==> images/layer_met1.png <==
Supply wires on this layer in gray.
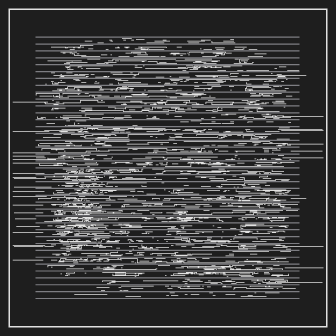
==> images/layer_met2.png <==
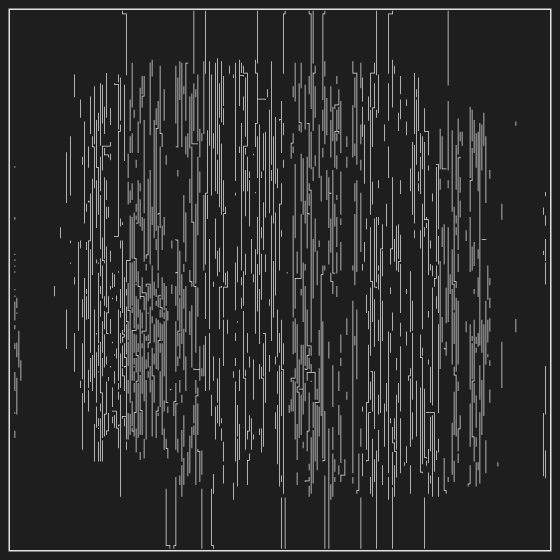
## src/rtl/fetch_queue.sv

```systemverilog
// Instruction prefetch queue: streams words from a one-cycle-latency
// memory into a circular buffer and decodes the head entry.
module fetch_queue #(
    parameter int ADDR_W   = 10,
    parameter int INSTR_W  = 16,
    parameter int OPCODE_W = 6,
    parameter int DEPTH    = 4,
    localparam int VAL_W   = INSTR_W - OPCODE_W - 2,
    localparam int PTR_W   = $clog2(DEPTH),
    localparam int CNT_W   = PTR_W + 1
) (
    input  logic                clk,
    input  logic                reset,
    input  logic                branch,
    input  logic [ADDR_W-1:0]   br_address,
    output logic                im_rd,
    output logic [ADDR_W-1:0]   im_address,
    input  logic [INSTR_W-1:0]  im_data,
    output logic                out_valid,
    input  logic                out_ready,
    output logic [ADDR_W-1:0]   out_pc,
    output logic [OPCODE_W-1:0] op_code,
    output logic                reg_s,
    output logic                acc_s,
    output logic [VAL_W-1:0]    val,
    output logic [CNT_W-1:0]    count
);

    logic [ADDR_W-1:0]  r_pc;
    logic [ADDR_W-1:0]  r_infl_addr;
    logic               r_infl;
    logic [PTR_W-1:0]   r_head;
    logic [PTR_W-1:0]   r_tail;
    logic [CNT_W-1:0]   r_count;
    logic [INSTR_W-1:0] r_instr [DEPTH];
    logic [ADDR_W-1:0]  r_epc   [DEPTH];

    logic               w_pop;
    logic               w_push;
    logic               w_room;
    logic [CNT_W:0]     w_occ;
    logic [INSTR_W-1:0] w_head_instr;

    // In-flight fetch reserves a slot so its data always has room.
    assign w_occ  = {1'b0, r_count} + {{CNT_W{1'b0}}, r_infl};
    assign w_room = w_occ < (CNT_W+1)'(DEPTH);
    assign w_push = r_infl;

    assign out_valid  = (r_count != '0);
    assign w_pop      = out_valid & out_ready;
    assign im_rd      = reset & ~branch & (w_room | w_pop);
    assign im_address = r_pc;
    assign count      = r_count;

    assign w_head_instr = r_instr[r_head];
    assign out_pc       = r_epc[r_head];
    assign op_code      = w_head_instr[INSTR_W-1 -: OPCODE_W];
    assign reg_s        = w_head_instr[INSTR_W-OPCODE_W-1];
    assign acc_s        = w_head_instr[INSTR_W-OPCODE_W-2];
    assign val          = w_head_instr[VAL_W-1:0];

    always_ff @(posedge clk or negedge reset) begin
        if (!reset) begin
            r_pc        <= '0;
            r_infl      <= 1'b0;
            r_infl_addr <= '0;
            r_head      <= '0;
            r_tail      <= '0;
            r_count     <= '0;
            for (int i = 0; i < DEPTH; i++) begin
                r_instr[i] <= '0;
                r_epc[i]   <= '0;
            end
        end else if (branch) begin
            r_pc    <= br_address;
            r_infl  <= 1'b0;
            r_head  <= '0;
            r_tail  <= '0;
            r_count <= '0;
        end else begin
            assert (!(w_push && r_count == CNT_W'(DEPTH)));
            if (w_push) begin
                r_instr[r_tail] <= im_data;
                r_epc[r_tail]   <= r_infl_addr;
                r_tail          <= r_tail + PTR_W'(1);
            end
            if (w_pop) begin
                r_head <= r_head + PTR_W'(1);
            end
            r_count <= r_count + CNT_W'(w_push) - CNT_W'(w_pop);
            if (im_rd) begin
                r_pc        <= r_pc + ADDR_W'(1);
                r_infl      <= 1'b1;
                r_infl_addr <= r_pc;
            end else begin
                r_infl <= 1'b0;
            end
        end
    end

endmodule

```

## config.mk

```make
export PLATFORM = sky130hd
export DESIGN_NAME = fetch_queue
export DESIGN_NICKNAME = d
export VERILOG_FILES = /design/src/rtl/fetch_queue.sv
export SDC_FILE = /design/constraint.sdc
export NUM_CORES = 1
export LEC_CHECK = 0
export CAP_MARGIN = 20
export CORE_MARGIN = 10
export CORE_UTILIZATION = 56
export DETAILED_ROUTE_END_ITERATION = 8
export GPL_ROUTABILITY_DRIVEN = 0
export MAX_ROUTING_LAYER = met4
export PLACE_DENSITY_LB_ADDON = 0.3
export RECOVER_POWER = 25
export SYNTH_ARGS = -nofsm -noshare
export SYNTH_HDL_FRONTEND = slang
export SYNTH_SLANG_ARGS = --single-unit
```

## constraint.sdc

```tcl
create_clock -name clk -period 2.4 [get_ports clk]
set_input_delay 0.6 -clock clk [delete_from_list [all_inputs] [get_ports clk]]
set_output_delay 0.6 -clock clk [all_outputs]
set_load 0.02 [all_outputs]
```

==> run summary <==
Core Region: 0.0108 mm^2
ANT cells: 0
Starting DRT DRC Count: 226
Pre-CTS WS: -0.229 ns
Synthesized flop and latch total: 132
Port bufs: 70
Number of global-route vias before repair: 4482
R2R cell count: 9
Cell Area, Placed: 0.00727 mm^2
GRT Util Overall: 0.196
Hold Slack: 0.454 ns
F_max: 0.402 GHz
Logic area: 0.00268 mm^2
Post-detail-place hpwl: 9140 um
Syn_nets: 440
Most used flip-flop cell: dfrtp_1
Crit path largest cell delay: 0.54 ns
Most common cell in the netlist: dfrtp_1
Setup Viol. Count Final: 26
Crit Path Category: reg -> out
Reg2Reg Setup Slack: 0.27 ns
PD cells: 1310 mW/mm^2
Clk buf depth: 2
Max Transition Viols Final: 0
Final wirelength: 14200 um
First-pass GRT wire length: 23900 um
CTS root buffer: clkbuf_8
Tmin final: 2.49 ns
FP Core Util: 0.572
Synth Cell Area: 0.00617 mm^2
Static Leak: 3.63 nW
Worst Path Required: 1.80 ns
Status: complete, but fails checks
# Cells Yosys: 402
Final hold vios: 0
DRC violations left: 0
Final instance area: 0.00800 mm^2
VDD IR max: 760 uV
Slowest-stage cell, CP: mux4_2
CTS Buf Count: 17
Failing checks: negative setup slack
Final Worst Setup Slack: -0.0879 ns
Notes on layer_met1.png above:
main direction	horizontal
nets with wire on the layer	501
share of all routed wire	43%
wire length on this layer	6080 um

Notes on layer_met2.png above:
wire length on this layer	7220 um
main direction	vertical

-- cells in the final DEF (no fill, tap or decap), types with 9 or more instances in the layout --
master	n
buf_4	20
clkbuf_16	16
mux2_1	80
dfrtp_1	131
nor2_1	13
mux4_2	26
nand3_1	9
buf_6	27
buf_12	13
clkdlybuf4s50_1	40
mux2_2	26
-- cell families (layout without fill, tap and decap cells) --
kind of cell,Yosys count,in the layout,share of synthesized area
simple gates,57,57,0.0535
flops,132,132,0.535
compound gates,34,34,0.0462
xor+xnor,5,5,0.00709
fa+ha+maj,8,8,0.0174
buf+inv,25,142,0.0314
mux,141,141,0.309
-- state kept, by name, summed over array words and instances (netlist names) --
signal       flops
r_infl           1
count            3
r_epc           40
r_infl_addr     10
r_head           2
r_tail           2
r_instr         64
im_address      10
-- report_power, final --
part | switching, mW | internal [mW] | total, mW
clock | 0.961 | 1.95 | 2.91
combinational | 1.70 | 2.18 | 3.88
sequential | 0.609 | 3.08 | 3.69
-- metal layers --
metal,track usage,vias up,routed length (um)
li1,-,1724,-
met1,0.227,2023,6080
met2,0.321,117,7220
met3,0.0503,23,655
met4,0.0752,0,248
met5,-,-,0
-- how the worst min path moves through the flow --
stage / from / to / slack (ns)
after floorplan: reset / count[0]$_DFF_PN0_ / 0.30
after global placement: r_instr[39]$_DFFE_PN0P_ / r_instr[39]$_DFFE_PN0P_ / 0.47
after detailed placement: r_instr[46]$_DFFE_PN0P_ / r_instr[46]$_DFFE_PN0P_ / 0.48
after CTS: reset / r_instr[39]$_DFFE_PN0P_ / 0.29
after global routing: r_instr[1]$_DFFE_PN0P_ / r_instr[1]$_DFFE_PN0P_ / 0.51
final: reset / r_instr[39]$_DFFE_PN0P_ / 0.45
-- metrics by stage --
stage / utilization / setup TNS, ns / power, mW / std cells
after floorplan: - / 0 / 5.79 / 402
after global placement: 0.673 / -11.41 / 7.23 / 624
after detailed placement: 0.673 / -15.23 / 7.39 / 624
after CTS: 0.746 / -2.56 / 10.7 / 661
after global routing: 0.741 / -2.97 / 11.0 / 659
final: 0.741 / -1.44 / 10.5 / 659
-- worst max-delay path, delay by kind of cell, from the launching register on --
family                 cells  cell delay, ns
buffers and inverters      2            0.33
flip-flops                 1            0.49
multiplexers               1            0.54
-- what timing repair did --
action | 4_1_cts | 5_1_grt
pin swaps | 0 | 2
gates resized | 170 | 6
buffers inserted | 3 | 0
setup endpoints to repair | 28 | 28
gates cloned | 2 | 0
-- layout make-up --
cell class | count | share of cell area
sequential | 132 | 0.413
multi-input combinational | 245 | 0.335
timing repair buffer | 105 | 0.144
clock buffer | 19 | 0.0552
clock inverter | 13 | 0.0285
tap | 140 | 0.0219
inverter | 5 | 0.00235
No activity file was given, so power comes from the tool's default toggle rates.
